$ cat src/rtl/ctrl_pkg.sv
// Shared opcodes, state encoding and field slices for the control unit.
// Optional conditional jumps are enabled by defining CTRL_JZ_EN.
package ctrl_pkg;

  localparam logic [3:0] OPC_NOP  = 4'h0;
  localparam logic [3:0] OPC_LDI  = 4'h1;
  localparam logic [3:0] OPC_IN   = 4'h2;
  localparam logic [3:0] OPC_OUT  = 4'h3;
  localparam logic [3:0] OPC_JMP  = 4'h4;
  localparam logic [3:0] OPC_JZ   = 4'h5;
  localparam logic [3:0] OPC_JNZ  = 4'h6;
  localparam logic [3:0] OPC_HALT = 4'h7;

  localparam logic [1:0] ST_FETCH = 2'd0;
  localparam logic [1:0] ST_LATCH = 2'd1;
  localparam logic [1:0] ST_EXEC  = 2'd2;
  localparam logic [1:0] ST_HALT  = 2'd3;

  localparam int OPC_MSB = 15;
  localparam int OPC_LSB = 12;
  localparam int RD_MSB  = 11;
  localparam int RD_LSB  = 8;
  localparam int RA_MSB  = 7;
  localparam int RA_LSB  = 4;
  localparam int RB_MSB  = 3;
  localparam int RB_LSB  = 0;
  localparam int IMM_MSB = 7;

  typedef struct packed {
    logic [3:0]  a_sel;
    logic [3:0]  b_sel;
    logic [3:0]  dest_sel;
    logic [3:0]  op_sel;
    logic        data_sel;
    logic        const_sel;
    logic [15:0] const_in;
    logic        load_en;
    logic        in_ready;
    logic        out_valid;
  } ctrl_t;

  function automatic logic [3:0] opc_of(input logic [15:0] ir);
    return ir[OPC_MSB:OPC_LSB];
  endfunction

endpackage

$ cat src/rtl/control_unit_decode.sv
// Combinational decoder: instruction register and state to datapath controls.
// Handshake and write strobes only assert during EXEC.
module ctrl_decode
  import ctrl_pkg::*;
#(
  parameter logic [3:0] OP_PASS_B = 4'hF
) (
  input  logic [15:0] ir_i,
  input  logic [1:0]  state_i,
  input  logic        in_valid_i,
  output ctrl_t       ctrl_o
);

  logic [3:0] opc;
  logic       exec;

  assign opc  = opc_of(ir_i);
  assign exec = (state_i == ST_EXEC);

  always_comb begin
    ctrl_o           = '0;
    ctrl_o.a_sel     = ir_i[RA_MSB:RA_LSB];
    ctrl_o.b_sel     = ir_i[RB_MSB:RB_LSB];
    ctrl_o.dest_sel  = ir_i[RD_MSB:RD_LSB];
    ctrl_o.op_sel    = {1'b0, opc[2:0]};
    unique case (1'b1)
      opc == OPC_LDI: begin
        ctrl_o.op_sel    = OP_PASS_B;
        ctrl_o.const_sel = 1'b1;
        ctrl_o.const_in  = {8'h00, ir_i[IMM_MSB:0]};
        ctrl_o.load_en   = exec;
      end
      opc == OPC_IN: begin
        ctrl_o.data_sel  = 1'b1;
        ctrl_o.in_ready  = exec;
        ctrl_o.load_en   = exec & in_valid_i;
      end
      opc == OPC_OUT: begin
        ctrl_o.out_valid = exec;
      end
      opc[3]: begin
        ctrl_o.load_en   = exec;
      end
      default: begin
      end
    endcase
  end

endmodule

$ cat src/rtl/control_unit.sv
// Fetch/latch/exec sequencer driving the 16-bit datapath controls.
// Define CTRL_JZ_EN to enable JZ/JNZ and the z_flag register.
module control_unit
  import ctrl_pkg::*;
#(
  parameter int         PC_W      = 8,
  parameter logic [3:0] OP_PASS_B = 4'hF
) (
  input  logic            clk,
  input  logic            rst,
  output logic [PC_W-1:0] imem_addr,
  input  logic [15:0]     imem_data,
  input  logic            z,
  output logic [3:0]      a_sel,
  output logic [3:0]      b_sel,
  output logic [3:0]      dest_sel,
  output logic [3:0]      op_sel,
  output logic            data_sel,
  output logic            const_sel,
  output logic [15:0]     const_in,
  output logic            load_en,
  input  logic            in_valid,
  output logic            in_ready,
  output logic            out_valid,
  input  logic            out_ready,
  output logic            halted
);

  logic [1:0]      state_q, state_d;
  logic [PC_W-1:0] pc_q, pc_d;
  logic [PC_W-1:0] pc_inc, jmp_tgt;
  logic [15:0]     ir_q, ir_d;
  logic [3:0]      opc;
  logic            take_jz, take_jnz;
  ctrl_t           ctrl;

  assign opc     = opc_of(ir_q);
  assign pc_inc  = pc_q + PC_W'(1);
  assign jmp_tgt = ir_q[PC_W-1:0];

`ifdef CTRL_JZ_EN
  logic z_flag_q, z_flag_d;

  always_comb begin
    z_flag_d = z_flag_q;
    if (state_q == ST_EXEC && (opc == OPC_LDI || opc[3]))
      z_flag_d = z;
  end

  always_ff @(posedge clk) begin
    if (rst) z_flag_q <= 1'b0;
    else     z_flag_q <= z_flag_d;
  end

  assign take_jz  = z_flag_q;
  assign take_jnz = ~z_flag_q;
`else
  logic unused_z;
  assign unused_z = z;
  assign take_jz  = 1'b0;
  assign take_jnz = 1'b0;
`endif

  always_comb begin
    state_d = state_q;
    pc_d    = pc_q;
    ir_d    = ir_q;
    unique case (state_q)
      ST_FETCH: state_d = ST_LATCH;
      ST_LATCH: begin
        ir_d    = imem_data;
        state_d = ST_EXEC;
      end
      ST_EXEC: begin
        state_d = ST_FETCH;
        pc_d    = pc_inc;
        unique case (1'b1)
          opc == OPC_IN: begin
            if (!in_valid) begin
              state_d = ST_EXEC;
              pc_d    = pc_q;
            end
          end
          opc == OPC_OUT: begin
            if (!out_ready) begin
              state_d = ST_EXEC;
              pc_d    = pc_q;
            end
          end
          opc == OPC_JMP: pc_d = jmp_tgt;
          opc == OPC_JZ: begin
            if (take_jz) pc_d = jmp_tgt;
          end
          opc == OPC_JNZ: begin
            if (take_jnz) pc_d = jmp_tgt;
          end
          opc == OPC_HALT: begin
            state_d = ST_HALT;
            pc_d    = pc_q;
          end
          default: begin
          end
        endcase
      end
      default: state_d = ST_HALT;
    endcase
  end

  always_ff @(posedge clk) begin
    if (rst) begin
      state_q <= ST_FETCH;
      pc_q    <= '0;
      ir_q    <= '0;
    end else begin
      state_q <= state_d;
      pc_q    <= pc_d;
      ir_q    <= ir_d;
    end
  end

  ctrl_decode #(
    .OP_PASS_B(OP_PASS_B)
  ) u_decode (
    .ir_i       (ir_q),
    .state_i    (state_q),
    .in_valid_i (in_valid),
    .ctrl_o     (ctrl)
  );

  // Strobes are masked during reset so an aborted handshake never writes
  assign imem_addr = pc_q;
  assign a_sel     = ctrl.a_sel;
  assign b_sel     = ctrl.b_sel;
  assign dest_sel  = ctrl.dest_sel;
  assign op_sel    = ctrl.op_sel;
  assign data_sel  = ctrl.data_sel;
  assign const_sel = ctrl.const_sel;
  assign const_in  = ctrl.const_in;
  assign load_en   = ctrl.load_en & ~rst;
  assign in_ready  = ctrl.in_ready & ~rst;
  assign out_valid = ctrl.out_valid & ~rst;
  assign halted    = (state_q == ST_HALT);

endmodule
$ cat config.mk
export PLATFORM = sky130hd
export DESIGN_NAME = control_unit
export DESIGN_NICKNAME = d
export VERILOG_FILES = /design/src/rtl/ctrl_pkg.sv /design/src/rtl/control_unit_decode.sv /design/src/rtl/control_unit.sv
export SDC_FILE = /design/constraint.sdc
export NUM_CORES = 1
export LEC_CHECK = 0
export CAP_MARGIN = 15
export CORE_ASPECT_RATIO = 1.4
export CORE_MARGIN = 8
export CORE_UTILIZATION = 50
export DETAILED_ROUTE_END_ITERATION = 7
export DONT_BUFFER_PORTS = 1
export PLACE_DENSITY = 0.77
export SYNTH_ARGS = -nofsm -noshare
export SYNTH_HDL_FRONTEND = slang
export SYNTH_SLANG_ARGS = --single-unit
$ cat constraint.sdc
create_clock -name clk -period 2.5 [get_ports clk]
set_input_delay 0.625 -clock clk [delete_from_list [all_inputs] [get_ports clk]]
set_output_delay 0.625 -clock clk [all_outputs]
set_load 0.01 [all_outputs]
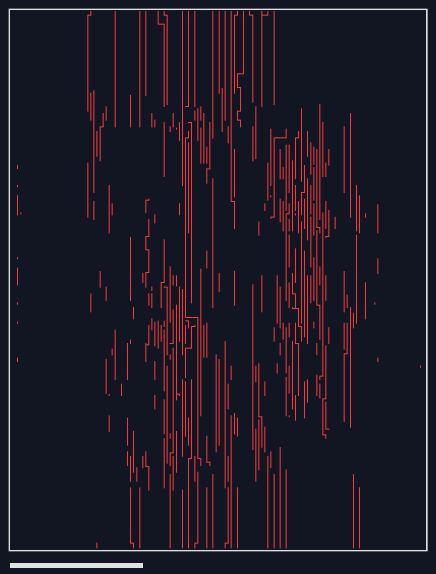
run_1/met2.png
Scale bar: 20 um.
nets with wire on the layer: 161
main direction: vertical
share of all routed wire: 51%
wire length on this layer: 1,810 um

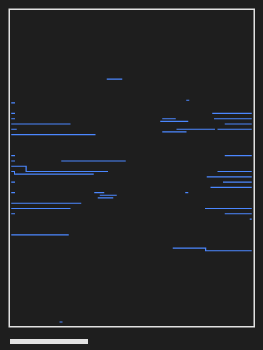
run_1/met3.png
Scale bar: 20 um.
main direction: horizontal
share of all routed wire: 8.9%
longest straight run: 21.4 um
nets with wire on the layer: 36
wire length on this layer: 312 um

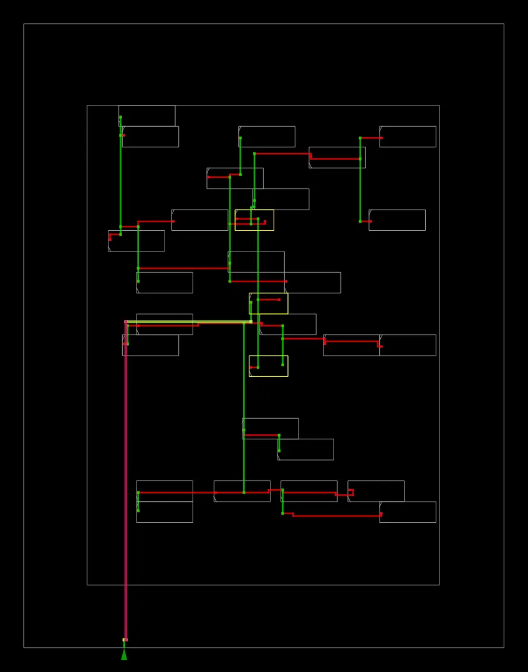
run_1/final_clocks.png
P_clk: 0.231 mW
Worst-Skew Late Latency: 0.26 ns
flop count: 26

==> qor.txt, run 1 <==
Die Footprint -> 0.00510 mm^2
Levels on crit path -> 3
Final WL -> 3.52 mm
Unrepaired setup endpoints after global routing -> no
Core area -> 0.00288 mm^2
Syn Inst Count -> 194
CP endpoint -> in_ready
Number of global-route vias before repair -> 1,168
Status -> complete, no violations
Flops out of synthesis -> 26
Wirelength per Cell -> 16.6 um
Commonest non-fill, non-tap cells in the layout -> nand2_1, dfxtp_1, a21oi_1
Die width -> 62.7 um
FF-to-FF Start -> ir_q[12]$_SDFFE_PP0N_
Worst setup startpoint -> ir_q[13]$_SDFFE_PP0N_
Floorplan Utilization -> 53.0%
Final HPWL DP -> 2.72 mm
Sum Neg Setup Slack -> 0 ns
Initial antenna violation count -> 0
Post-CTS setup buffer count -> 0
Post-synth design cell area -> 0.00153 mm^2
CP max stage cell -> dfxtp_1
Cycle use final -> 90.7%
Worst slew pin tran -> 0.603 ns
Crit. End Element -> primary output
Fill count -> 310
Via/cell ratio -> 5.60
Hold path start -> rst
Final Hold Vio Count -> 0
Crit path cell chain -> nor2b_1 > nor3b_1 > and2_1
CP max stage delay -> 0.49 ns
Slew HR -> 59.8%
Min-Delay Path Depth -> 1
Number of CTS-inserted buffers -> 3
Tool warnings -> 27
Clk slew on worst S/H paths -> 0.09 ns
Commonest flop -> dfxtp_1
ANT nets after route -> 0
Ys cells -> 194
Post-CTS Hold Fix Bufs -> 0
Worst path bufs/invs -> 0
Number of port buffers -> 0
Top cells by count -> nand2_1, dfxtp_1, a21oi_1, buf_4, and2_1
Largest net degree at the start of global routing -> 28
[run 1: layout make-up]
type	count	area [um^2]	share of cell area [%]
multi-input combinational	141	800	55.3
sequential	26	520	36.0
tap	37	46.3	3.20
clock buffer	3	41.3	2.86
timing repair buffer	5	37.5	2.60
[run 1: layer usage]
| layer | part of all wire [%] | routed length [um] | GRT usage, % |
|---|---|---|---|
| met5 | 0 | 0 | 0 |
| met4 | 1.8 | 65 | 7.78 |
| met3 | 8.9 | 312 | 4.95 |
| met2 | 51 | 1810 | 23.3 |
| met1 | 38 | 1340 | 12.5 |
[run 1: worst reg2reg max path: stages, from the launching register on]
cell and delay, ns:
dfxtp_1 0.32, buf_4 0.18, o21bai_4 0.20, a31o_4 0.27
or3_1 0.34, a31oi_1 0.15
[run 1: sequential cells by signal (all words and copies together), names as in the netlist]
register   cells
state_q        2
ir_q          16
imem_addr      8
[run 1: cells by family after synthesis]
logic type                 count (synthesis)  share of synthesized area [%]
AOI/OAI and AO/OA                         45                           18.0
adders and majority gates                  1                          0.820
buffers and inverters                     34                           15.2
DFF                                       26                           34.1
muxes                                      2                           1.39
other                                      1                          0.246
and+or+nand+nor                           85                           30.2
[run 1: where the power goes]
group	internal, mW	total, mW	leakage, nW	switching (mW)
registers	0.438	0.476	0.212	0.0375
logic	0.0496	0.127	0.297	0.0773
clock network	0.108	0.231	0.0216	0.124
total	0.596	0.834	0.531	0.238
[run 1: per-stage QoR]
stage	hold WS [ns]	std cells	util [%]	cell area, um^2
floorplan	0.437	201	-	1550
global placement	0.494	209	48.8	1400
detailed placement	0.500	209	48.8	1400
CTS	0.412	212	50.2	1450
global route	0.406	212	50.2	1450
finish	0.420	212	50.2	1450
run_1/wire_density.png
Scale bar: 20 um. The die is cut into 13 by 16 equal tiles; dark purple is low, yellow is high, scaled to the fullest tile. Values are wire area over tile area, all layers added.
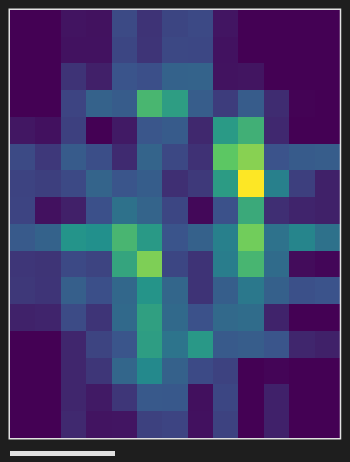

## Run 2: what changed since run 1
--- a/config.mk
+++ b/config.mk
@@ -9,9 +9,11 @@
 export CORE_ASPECT_RATIO = 1.4
 export CORE_MARGIN = 8
 export CORE_UTILIZATION = 50
+export CTS_BUF_LIST = sky130_fd_sc_hd__clkbuf_4
 export DETAILED_ROUTE_END_ITERATION = 7
 export DONT_BUFFER_PORTS = 1
-export PLACE_DENSITY = 0.77
+export PLACE_DENSITY_LB_ADDON = 0.08
 export SYNTH_ARGS = -nofsm -noshare
 export SYNTH_HDL_FRONTEND = slang
 export SYNTH_SLANG_ARGS = --single-unit
+export TNS_END_PERCENT = 5
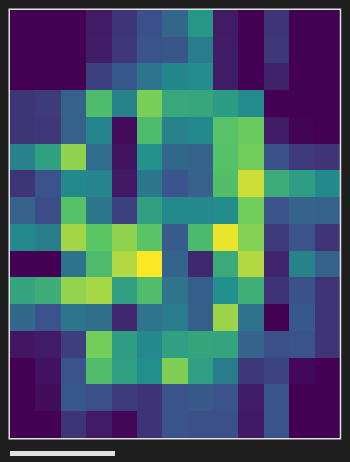
run_2/wire_density.png
Scale bar: 20 um. The die is cut into 13 by 16 equal tiles; dark purple is low, yellow is high, scaled to the fullest tile. Values are wire area over tile area, all layers added.
fullest tile: 0.34
tiles over half the peak: 24%
mean over tiles: 0.11
nearly empty tiles: 17%
global-route usage over all layers: 13.0%
via count: 1,163
final WL: 3.47 mm

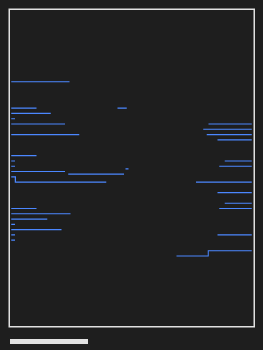
run_2/met3.png
Scale bar: 20 um.
main direction: horizontal
longest straight run: 23.2 um

==> run 2 against run 1 <==
  * Sequential share of layout area fell by 0.34 points
  * Largest power group unchanged
  * Die area did not move
  * Total power rose by 7.3%
  * Sequential cell count did not move
  * First-iteration DRC count fell by 29%
  * Hold slack got worse by 0.072 ns
  * Combinational power barely moved
  * Clock skew barely moved
  * Largest cell class unchanged
  * Highest routed layer unchanged
==> qor.txt, run 2 <==
Status -> complete, no violations (unchanged)
Die Footprint -> 0.00510 mm^2 (unchanged)
Logic cell area -> 802 um^2 (was 800 um^2)
Ys cells -> 194 (unchanged)
Floorplan Utilization -> 53.0% (unchanged)
ANT nets after route -> 0 (unchanged)
Initial antenna violation count -> 0 (unchanged)
Die width -> 62.7 um (unchanged)
Cycle use final -> 92.3% (was 90.7%)
Post-CTS setup buffer count -> 0 (unchanged)
Wirelength per Cell -> 16.3 um (was 16.6 um)
ClkCell Share -> 3.60% (was 2.86%)
Number of global-route vias before repair -> 1,136 (was 1,168)
Inverters -> 0 (unchanged)
Ao+oa area frac -> 18.0% (unchanged)
Post-CTS Hold Fix Bufs -> 0 (unchanged)
Non-clock buffer count -> 5 (unchanged)
Top cells by count -> nand2_1, dfxtp_1, a21oi_1, buf_4, and2_1 (unchanged)
Fa+ha+maj area frac -> 0.820% (unchanged)
Sequential share of cell area -> 35.7% (was 36.0%)
Buffering overhead -> 2.57% (was 2.60%)
Commonest non-fill, non-tap cells in the layout -> nand2_1, dfxtp_1, a21oi_1 (unchanged)
Slew HR -> 55.8% (was 59.8%)
Tap cells -> 37 (unchanged)
Flop count -> 26 (unchanged)
Worst slew pin tran -> 0.663 ns (was 0.603 ns)
Commonest flop -> dfxtp_1 (unchanged)
Synth logic family -> simple AND/OR/NAND/NOR gates (unchanged)
Clk slew on worst S/H paths -> 0.14 ns (was 0.09 ns)
Sum Neg Setup Slack -> 0 ns (unchanged)
Mux area share -> 1.39% (unchanged)
Number of CTS-inserted buffers -> 3 (unchanged)
XORs/XNORs by Area -> 0% (unchanged)
Register Area -> 520 um^2 (unchanged)
Multi-input gate count -> 141 (unchanged)
Max reg flops -> 16 (unchanged)
Number of port buffers -> 0 (unchanged)
Worst-Skew Late Latency -> 0.32 ns (was 0.26 ns)
Unrepaired setup endpoints after global routing -> no (unchanged)
Top reg by flops -> ir_q (unchanged)
Via/cell ratio -> 5.46 (was 5.60)
Simple-Gate Fraction of Synth Area -> 30.2% (unchanged)
Post-synth design cell area -> 0.00153 mm^2 (unchanged)
Fill count -> 306 (was 310)
Final HPWL DP -> 2.62 mm (was 2.72 mm)
Crit. End Element -> primary output (unchanged)
Flops out of synthesis -> 26 (unchanged)
==> run 2: through the flow <==
| stage | hold slack (ns) | cells | instance area, um^2 | utilization, % |
|---|---|---|---|---|
| 6_report | 0.348 | 213 | 1460 | 50.7 |
| 5_1_grt | 0.319 | 213 | 1460 | 50.7 |
| 4_1_cts | 0.332 | 213 | 1460 | 50.6 |
| 3_5_place_dp | 0.496 | 209 | 1400 | 48.8 |
| 3_3_place_gp | 0.492 | 209 | 1400 | 48.8 |
| 2_1_floorplan | 0.437 | 201 | 1550 | - |
==> run 2: layer usage <==
layer,routed length [um],track usage (%),vias up
met3,293,5.23,4
li1,-,-,587
met2,1710,24.3,33
met1,1420,12.5,539
met4,39,5.49,0
met5,0,0,-
==> run 2: path summary, 6_finish.rpt <==
check,slack (ns),to,cells past startpoint,start
min reg2reg,0.51,ir_q[9]$_SDFFE_PP0N_,2,ir_q[9]$_SDFFE_PP0N_
min,0.35,ir_q[14]$_SDFFE_PP0N_,1,rst
max reg2reg,0.98,imem_addr[0]$_SDFFE_PP0P_,5,ir_q[12]$_SDFFE_PP0N_
max,0.19,const_in[6],4,ir_q[14]$_SDFFE_PP0N_
==> run 2: report_power, final <==
| group | switching [mW] | leakage [nW] | total [mW] | internal, mW |
|---|---|---|---|---|
| logic | 0.0773 | 0.297 | 0.127 | 0.0500 |
| clock network | 0.130 | 0.0279 | 0.292 | 0.162 |
| registers | 0.0372 | 0.212 | 0.476 | 0.439 |
==> run 2: worst max-delay path, stage by stage, from the launching register on <==
cell and delay [ns]:
dfxtp_1 0.44, nor3b_1 0.31, nor2b_1 0.18, buf_4 0.21
and2_1 0.21
Power figures rest on the tool's default switching activity, not on a simulated workload.
